File: src/rtl/log2_test_pkg.sv
// Shared definitions for the log2 response-compaction datapath.
package log2_test_pkg;

  localparam int unsigned DW = 32;

  localparam logic [31:0] MISR_POLY = 32'h04C11DB7;
  localparam logic [31:0] MISR_SEED = 32'hFFFFFFFF;

  typedef logic [1:0] state_t;

  localparam state_t StIdle = 2'd0;
  localparam state_t StRun  = 2'd1;
  localparam state_t StDone = 2'd2;

endpackage

File: src/rtl/log2_misr_capture_if.sv
// Control, result-stream and status signals of the log2 MISR capture block.
interface log2_misr_capture_if #(
  parameter int unsigned DW = 32,
  parameter int unsigned CW = 16
);
  logic          start;
  logic [CW-1:0] num_patterns;
  logic          res_valid;
  logic [DW-1:0] res_data;
  logic          res_ready;
  logic [DW-1:0] golden_sig;
  logic          busy;
  logic          done;
  logic          pass;
  logic [DW-1:0] signature;
  logic [CW-1:0] pat_count;

  modport master (
    output start, num_patterns, res_valid, res_data, golden_sig,
    input  res_ready, busy, done, pass, signature, pat_count
  );

  modport slave (
    input  start, num_patterns, res_valid, res_data, golden_sig,
    output res_ready, busy, done, pass, signature, pat_count
  );
endinterface

File: src/rtl/misr32.sv
// Combinational MISR step: Galois-style shift with polynomial feedback, then fold in data.
module misr32 #(
  parameter int unsigned DW = 32
) (
  input  logic [DW-1:0] sig_i,
  input  logic [DW-1:0] data_i,
  input  logic [DW-1:0] poly_i,
  output logic [DW-1:0] sig_next_o
);
  always_comb begin
    sig_next_o = {sig_i[DW-2:0], 1'b0} ^ (sig_i[DW-1] ? poly_i : '0) ^ data_i;
  end
endmodule

File: src/rtl/log2_misr_capture.sv
// Compacts a run of log2 result words into a MISR signature and flags golden match.
module log2_misr_capture #(
  parameter int unsigned      DW        = log2_test_pkg::DW,
  parameter int unsigned      CW        = 16,
  parameter logic [DW-1:0]    MISR_POLY = log2_test_pkg::MISR_POLY,
  parameter logic [DW-1:0]    MISR_SEED = log2_test_pkg::MISR_SEED
) (
  input logic               clk,
  input logic               rst,
  log2_misr_capture_if.slave bus
);
  import log2_test_pkg::*;

  state_t        state_q, state_d;
  logic [CW-1:0] num_q, num_d;
  logic [CW-1:0] cnt_q, cnt_d;
  logic [DW-1:0] sig_q, sig_d;
  logic          ready_q, ready_d;
  logic          busy_q, busy_d;
  logic          done_q, done_d;
  logic          pass_q, pass_d;
  logic [DW-1:0] sig_next;

  misr32 #(.DW(DW)) u_misr (
    .sig_i      (sig_q),
    .data_i     (bus.res_data),
    .poly_i     (MISR_POLY),
    .sig_next_o (sig_next)
  );

  always_comb begin
    state_d = state_q;
    num_d   = num_q;
    cnt_d   = cnt_q;
    sig_d   = sig_q;
    ready_d = ready_q;
    busy_d  = busy_q;
    done_d  = done_q;
    pass_d  = pass_q;
    case (state_q)
      StIdle, StDone: begin
        if (bus.start) begin
          sig_d  = MISR_SEED;
          cnt_d  = '0;
          num_d  = bus.num_patterns;
          if (bus.num_patterns != '0) begin
            state_d = StRun;
            ready_d = 1'b1;
            busy_d  = 1'b1;
            done_d  = 1'b0;
            pass_d  = 1'b0;
          end else begin
            // Empty run: the seed itself is the signature to judge.
            state_d = StDone;
            done_d  = 1'b1;
            pass_d  = (MISR_SEED == bus.golden_sig);
          end
        end
      end
      StRun: begin
        if (bus.res_valid && ready_q) begin
          sig_d = sig_next;
          cnt_d = cnt_q + CW'(1);
          if (cnt_q == num_q - CW'(1)) begin
            state_d = StDone;
            ready_d = 1'b0;
            busy_d  = 1'b0;
            done_d  = 1'b1;
            pass_d  = (sig_next == bus.golden_sig);
          end
        end
      end
      default: begin
        state_d = StIdle;
        ready_d = 1'b0;
        busy_d  = 1'b0;
        done_d  = 1'b0;
        pass_d  = 1'b0;
      end
    endcase
  end

  always_ff @(posedge clk or posedge rst) begin
    if (rst) begin
      state_q <= StIdle;
      num_q   <= '0;
      cnt_q   <= '0;
      sig_q   <= '0;
      ready_q <= 1'b0;
      busy_q  <= 1'b0;
      done_q  <= 1'b0;
      pass_q  <= 1'b0;
    end else begin
      state_q <= state_d;
      num_q   <= num_d;
      cnt_q   <= cnt_d;
      sig_q   <= sig_d;
      ready_q <= ready_d;
      busy_q  <= busy_d;
      done_q  <= done_d;
      pass_q  <= pass_d;
    end
  end

  assign bus.res_ready = ready_q;
  assign bus.busy      = busy_q;
  assign bus.done      = done_q;
  assign bus.pass      = pass_q;
  assign bus.signature = sig_q;
  assign bus.pat_count = cnt_q;

endmodule
File: src/flat_wrapper.sv
// flat-port wrapper written by rule: the top's interface ports become plain ports
module log2_misr_capture_flat import log2_test_pkg::*;
#(
  parameter int unsigned      DW        = log2_test_pkg::DW,
  parameter int unsigned      CW        = 16,
  parameter logic [DW-1:0]    MISR_POLY = log2_test_pkg::MISR_POLY,
  parameter logic [DW-1:0]    MISR_SEED = log2_test_pkg::MISR_SEED
)
  (clk, rst, bus_start, bus_num_patterns, bus_res_valid, bus_res_data, bus_golden_sig, bus_res_ready, bus_busy, bus_done, bus_pass, bus_signature, bus_pat_count);
  log2_misr_capture_if #(.DW(DW), .CW(CW)) bus_i ();
  input logic clk;
  input logic rst;
  input wire logic [$bits(bus_i.start)-1:0] bus_start;
  input wire logic [$bits(bus_i.num_patterns)-1:0] bus_num_patterns;
  input wire logic [$bits(bus_i.res_valid)-1:0] bus_res_valid;
  input wire logic [$bits(bus_i.res_data)-1:0] bus_res_data;
  input wire logic [$bits(bus_i.golden_sig)-1:0] bus_golden_sig;
  output wire logic [$bits(bus_i.res_ready)-1:0] bus_res_ready;
  output wire logic [$bits(bus_i.busy)-1:0] bus_busy;
  output wire logic [$bits(bus_i.done)-1:0] bus_done;
  output wire logic [$bits(bus_i.pass)-1:0] bus_pass;
  output wire logic [$bits(bus_i.signature)-1:0] bus_signature;
  output wire logic [$bits(bus_i.pat_count)-1:0] bus_pat_count;
  assign bus_i.start = bus_start;
  assign bus_i.num_patterns = bus_num_patterns;
  assign bus_i.res_valid = bus_res_valid;
  assign bus_i.res_data = bus_res_data;
  assign bus_i.golden_sig = bus_golden_sig;
  assign bus_res_ready = bus_i.res_ready;
  assign bus_busy = bus_i.busy;
  assign bus_done = bus_i.done;
  assign bus_pass = bus_i.pass;
  assign bus_signature = bus_i.signature;
  assign bus_pat_count = bus_i.pat_count;
  log2_misr_capture #(.DW(DW), .CW(CW), .MISR_POLY(MISR_POLY), .MISR_SEED(MISR_SEED)) u_core (.clk(clk), .rst(rst), .bus(bus_i));
endmodule
File: config.mk
export PLATFORM = sky130hd
export DESIGN_NAME = log2_misr_capture_flat
export DESIGN_NICKNAME = d
export VERILOG_FILES = /design/src/rtl/log2_test_pkg.sv /design/src/rtl/log2_misr_capture_if.sv /design/src/rtl/misr32.sv /design/src/rtl/log2_misr_capture.sv /design/src/flat_wrapper.sv
export SDC_FILE = /design/constraint.sdc
export NUM_CORES = 1
export LEC_CHECK = 0
export ABC_AREA = 1
export CAP_MARGIN = 25
export CORE_AREA = 2 2 97 137
export DETAILED_ROUTE_END_ITERATION = 12
export DIE_AREA = 0 0 99 139
export PLACE_DENSITY = 0.71
export SYNTH_ARGS = -nofsm -noshare
export SYNTH_HDL_FRONTEND = slang
export SYNTH_SLANG_ARGS = --single-unit
File: constraint.sdc
create_clock -name clk -period 1.9 [get_ports clk]
set_input_delay 0.285 -clock clk [delete_from_list [all_inputs] [get_ports clk]]
set_output_delay 0.285 -clock clk [all_outputs]
set_load 0.05 [all_outputs]
Run 1, gate families picked out:
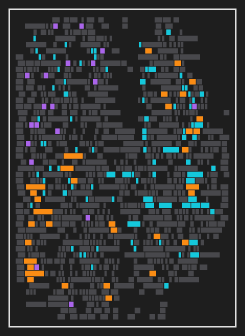
legend:
  orange:
    family: xor and xnor cells
    cells: 34
  purple:
    family: and/or cells
    cells: 19
  cyan:
    family: nor cells
    cells: 87

Run 1, routing congestion:
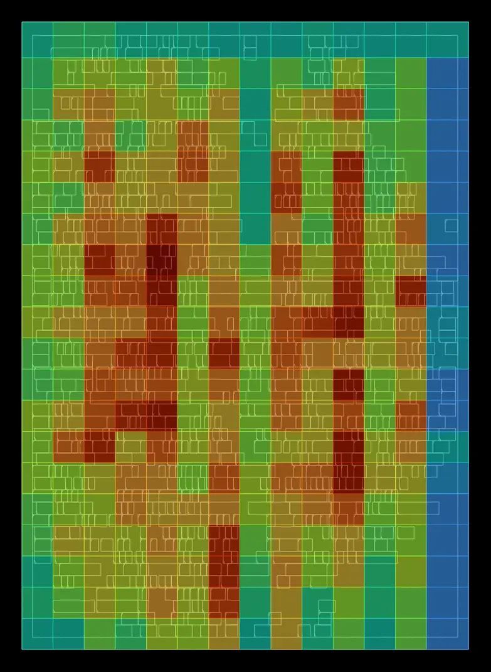
grt met3 use: 5.192%
final core utilization: 57.74%
GRT Total Usage: 22.34%
GR Layer Usage met1: 24.04%
gr busiest metal: met2

==> out/qor.csv, run 1 <==
metric,value,unit
FFs & Latches,68,
port buffer count,135,
crit end category,register,
status,"complete, no violations",
"Simple Share, Synth",42.46,%
sequential cell area share,23.48,%
Hold WC Path Type,primary input to asynchronous set/reset pin,
"flops & latches, synth",68,
CP max-delay cell,dfrtp_1,
met3 WL post-DR,876,µm
Setup crit start kind,register,
drt via density,4.922,
Final Max Slew Viols,0,
crit-path leading delay family,simple AND/OR/NAND/NOR gates,
Peak VDD IR,0.8712,mV
cts repair resizes,4,
layout filler cell count,1178,
Synth Cell Area,4938,µm²
Commonest Layout Cell,nand2_1,
HPWL after DPL,12.28,mm
dpl cells,1040,
Fin Setup TNS,0,ns
area fraction in compound gates after synthesis,7.246,%
setup ws final,0.02676,ns
die width,99,µm
worst r2r dst,u_core.bus.pass,
total CTS buffers,9,
Internal,5594,µW
area of placed instances,6838,µm²
logic area,2955,µm²
Root Driver,clkbuf_16,
Total Power,11020,µW
clk_skew,0.007694,ns
Pwr top,combinational cells,
yosys stat chip area,4938,µm²
Worst EP required,2.13,ns
Run 1, where the registers sit:
Scale bar: 20 µm. Other sequential cells in the stronger grey, the rest of the logic in the fainter grey.
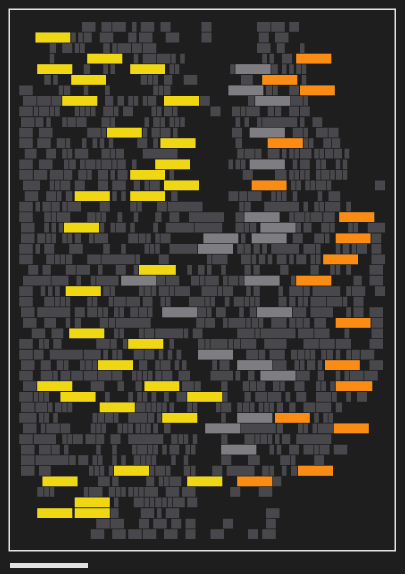
legend:
  yellow:
    name_in_the_netlist: u_core.bus.signature
    flops: 32
  orange:
    name_in_the_netlist: u_core.num_q
    flops: 16
not coloured: 20

[run 1: registers in the layout, indices dropped and copies added, names as in the netlist]
register              count
u_core.state_q            1
u_core.bus.done           1
u_core.bus.pass           1
u_core.num_q             16
u_core.bus.pat_count     16
u_core.bus.res_ready      1
u_core.bus.signature     32
[run 1: worst max path at each step]
stage                           startpoint                        to  slack, ns  depth (start not counted)
after floorplan            u_core.bus.done  u_core.bus.pat_count[14]       0.03                         11
after global placement    bus_res_data[30]           u_core.bus.pass      -0.07                         13
after detailed placement  bus_res_data[30]           u_core.bus.pass      -0.09                         13
after CTS                  u_core.num_q[1]           u_core.bus.done      0.007                         15
after global routing       u_core.num_q[1]           u_core.bus.done       -0.1                         14
final                      u_core.num_q[1]           u_core.bus.pass       0.03                         15
Run 1, I/O nets highlighted:
Scale bar: 20 µm.
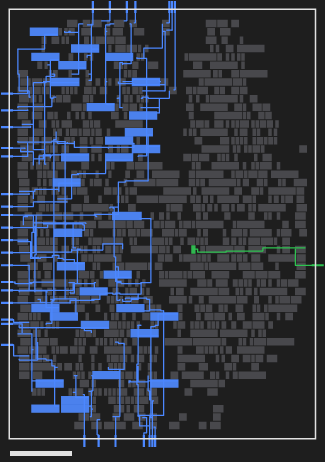

--- run 2 (diff from run 1) ---
--- a/config.mk
+++ b/config.mk
@@ -10,6 +10,7 @@
 export CORE_AREA = 2 2 97 137
 export DETAILED_ROUTE_END_ITERATION = 12
 export DIE_AREA = 0 0 99 139
+export GPL_TIMING_DRIVEN = 0
 export PLACE_DENSITY = 0.71
 export SYNTH_ARGS = -nofsm -noshare
 export SYNTH_HDL_FRONTEND = slang
==> constraint.sdc (replaced) <==
create_clock -name clk -period 1.6 [get_ports clk]
set_input_delay 0.24 -clock clk [delete_from_list [all_inputs] [get_ports clk]]
set_output_delay 0.24 -clock clk [all_outputs]
set_load 0.05 [all_outputs]
Run 2, I/O nets highlighted:
Scale bar: 20 µm.
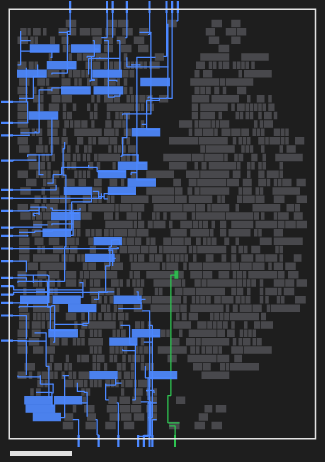
legend:
  blue:
    port: bus_signature
    bits: 32
    direction: output
    edge: 17 left, 8 top, 7 bottom
    end_cells: 32
    wire: 1420 µm
  green:
    port: bus_start
    bits: 1
    direction: input
    edge: bottom
    end_cells: 1
    wire: 59.5 µm
Ports: 136
port buffer count: 135

Run 2, where the registers sit:
Scale bar: 20 µm. Other sequential cells in the stronger grey, the rest of the logic in the fainter grey.
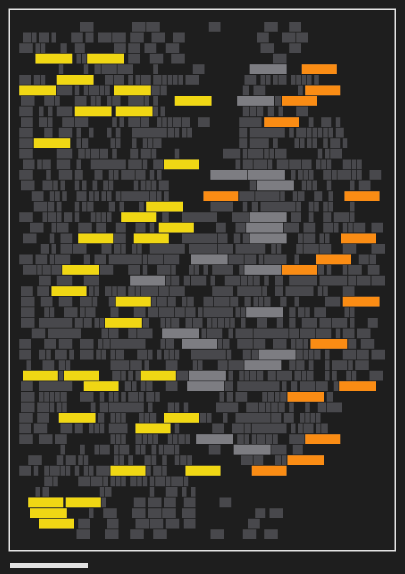
legend:
  orange:
    name_in_the_netlist: u_core.num_q
    flops: 16
  yellow:
    name_in_the_netlist: u_core.bus.signature
    flops: 32

==> run 2 against run 1 <==
Net effect: the flow now finishes with violations (setup timing); sequential power rose by 23%; first-iteration DRC count rose by 12%; critical path depth shrank 1; register-to-register slack got worse by 0.33 ns; worst setup slack worse by 0.33 ns; critical path type unchanged.
==> out/qor.csv, run 2 <==
metric,value,unit
met3 WL post-DR,996,µm
setup ws final,-0.3057,ns
final setup vio count,9,
logic area,3157,µm²
max reg flops,32,
dpl cells,998,
R2R Path Start,u_core.num_q[1],
Final Max Slew Viols,0,
Peak VDD IR,0.8940,mV
sequential cell area share,23.56,%
Fin Setup TNS,-1.309,ns
CP max-delay cell,dfrtp_1,
total CTS buffers,9,
Pwr top,combinational cells,
crit path kind,register to register,
area fraction in compound gates after synthesis,7.246,%
status,"complete, but fails checks",
capture point of the worst path,u_core.state_q[0],
Synth Cell Area,4938,µm²
pin slew with the least headroom to its limit,0.7302,ns
yosys stat chip area,4938,µm²
Commonest Layout Cell,nand2_1,
"Simple Share, Synth",42.46,%
Post-route DRC,0,
Worst EP required,1.82,ns
die width,99,µm
drt via density,5.064,
crit-path leading delay family,simple AND/OR/NAND/NOR gates,
worst r2r dst,u_core.state_q[0],
FFs & Latches,68,
n_diodes,0,
failing checks,setup timing,
Finished Layout Cells,1039,
"flops & latches, synth",68,
top cells by count,"nand2_1, inv_1, dfrtp_1, nor2_1, nand3_1",
Setup crit start kind,register,
Internal,6968,µW
GR Layer Usage met1,25.28,%
Root Driver,clkbuf_16,
gr busiest metal,met2,
crit end category,register,
cell depth of the worst setup path,14,
clk_skew,0.006620,ns
layout filler cell count,1141,
-- run 2: stage by stage --
step	total power [µW]	cell area [µm²]	utilization, %
detailed placement	10520	6604	52.54
floorplan	8289	5041	-
CTS	12860	7056	56.14
global placement	10430	6584	52.38
finish	13860	7418	59.02
global route	14740	7418	59.02
-- run 2: timing repair --
item                                    4_1_cts  5_1_grt
gates cloned                                  0        2
endpoints found under the setup margin      104       55
resized                                      79       90
pin swaps                                     6       12
buffers inserted                             17        7
-- run 2: worst reg2reg max path, delay by kind of cell, from the launching register on --
family | cells | cell delay, ns
AND/OR/NAND/NOR | 11 | 1.00
adder cells (fa/ha/maj) | 1 | 0.16
flip-flops | 1 | 0.41
buffers and inverters | 2 | 0.21
Run 2, gate families picked out:
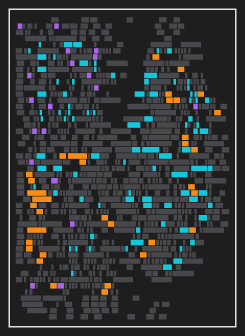

--- run 3 (diff from run 2) ---
--- a/config.mk
+++ b/config.mk
@@ -12,6 +12,7 @@
 export DIE_AREA = 0 0 99 139
 export GPL_TIMING_DRIVEN = 0
 export PLACE_DENSITY = 0.71
+export RECOVER_POWER = 25
 export SYNTH_ARGS = -nofsm -noshare
 export SYNTH_HDL_FRONTEND = slang
 export SYNTH_SLANG_ARGS = --single-unit
Run 3, gate families picked out:
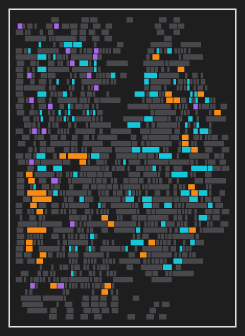
legend:
  purple:
    family: and/or cells
    cells: 19
  orange:
    family: xor and xnor cells
    cells: 34
  cyan:
    family: nor cells
    cells: 87

==> run 3 against run 2 <==
Net effect: the flow still finishes with violations (setup timing); maximum frequency is 0.10% lower; global-route usage stayed put; utilization is 0.070 points lower; wire length is 0.16% lower; flip-flop count stayed put; cell count stayed put; non-clock buffer count stayed put; clock skew hardly changed; design area is 0.12% lower; sequential share of layout area hardly changed; worst setup slack worse by 0.0020 ns.
==> out/qor.csv, run 3 <==
metric,value,unit
Setup Buffers After CTS,17,
H-Tree Depth,3,
final core utilization,58.95,%
Fin Setup TNS,-1.310,ns
logic area,3157,µm²
pin slew with the least headroom to its limit,0.7074,ns
max reg flops,32,
Final Max Slew Viols,0,
via count,5241,
total CTS buffers,9,
Hold WC Path Type,primary input to register,
Pwr top,combinational cells,
die width,99,µm
status,"complete, but fails checks",
Internal,6965,µW
setup ws final,-0.3077,ns
Worst EP required,1.81,ns
"Simple Share, Synth",42.46,%
failing checks,setup timing,
Synth Cell Area,4938,µm²
CP max-delay cell,dfrtp_1,
drt via density,5.044,
clk_skew,0.006292,ns
area fraction in compound gates after synthesis,7.246,%
GR Layer Usage met1,25.28,%
met3 WL post-DR,1.048,mm
dpl cells,998,
Ports,136,
Post-route DRC,0,
capture point of the worst path,u_core.state_q[0],
final setup vio count,9,
worst r2r dst,u_core.state_q[0],
gr busiest metal,met2,
n_diodes,0,
sequential share of power,23.2,%
crit path kind,register to register,
Commonest Layout Cell,nand2_1,
Ys Warns,0,
Root Driver,clkbuf_16,
Critical path origin,u_core.num_q[1],
yosys stat chip area,4938,µm²
crit end category,register,
port buffer count,135,
cell depth of the worst setup path,14,
cts repair resizes,79,
GRT Total Usage,23.21,%
Setup crit start kind,register,
crit-path leading delay family,simple AND/OR/NAND/NOR gates,
top cells by count,"nand2_1, inv_1, dfrtp_1, nor2_1, nand3_1",
HPWL after DPL,12.17,mm
Run 3, routing congestion:
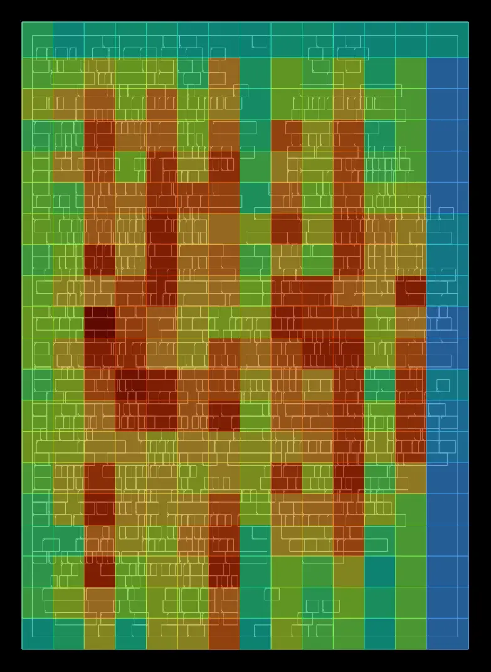
met2 Usage GRT: 43.53%
grt met3 use: 5.494%

[run 3: cell types whose count changed in the layout (fill, tap and decap cells not counted), sizes merged]
cell	previous run	this run
dlygate4sd3	0	1
clkdlybuf4s50	83	82
[run 3: cell type report]
type	instances	share of cell area, %
plain buffers	13	1.672
clock inverters	1	0.4053
repair buffers	162	20.87
clock buffers	15	3.749
flip-flops and latches	68	23.59
well taps	153	2.584
inverters	85	4.526
multi-input cells	542	42.60
[run 3: logic make-up (layout without fill, tap and decap cells)]
family                   after synthesis  after routing
buffers and inverters                 99            276
XOR/XNOR                              34             34
AND/OR/NAND/NOR                      440            440
adder cells (fa/ha/maj)                2              2
AND-OR/OR-AND                         66             66
flip-flops                            68             68
Power and IR drop assume default switching activity.
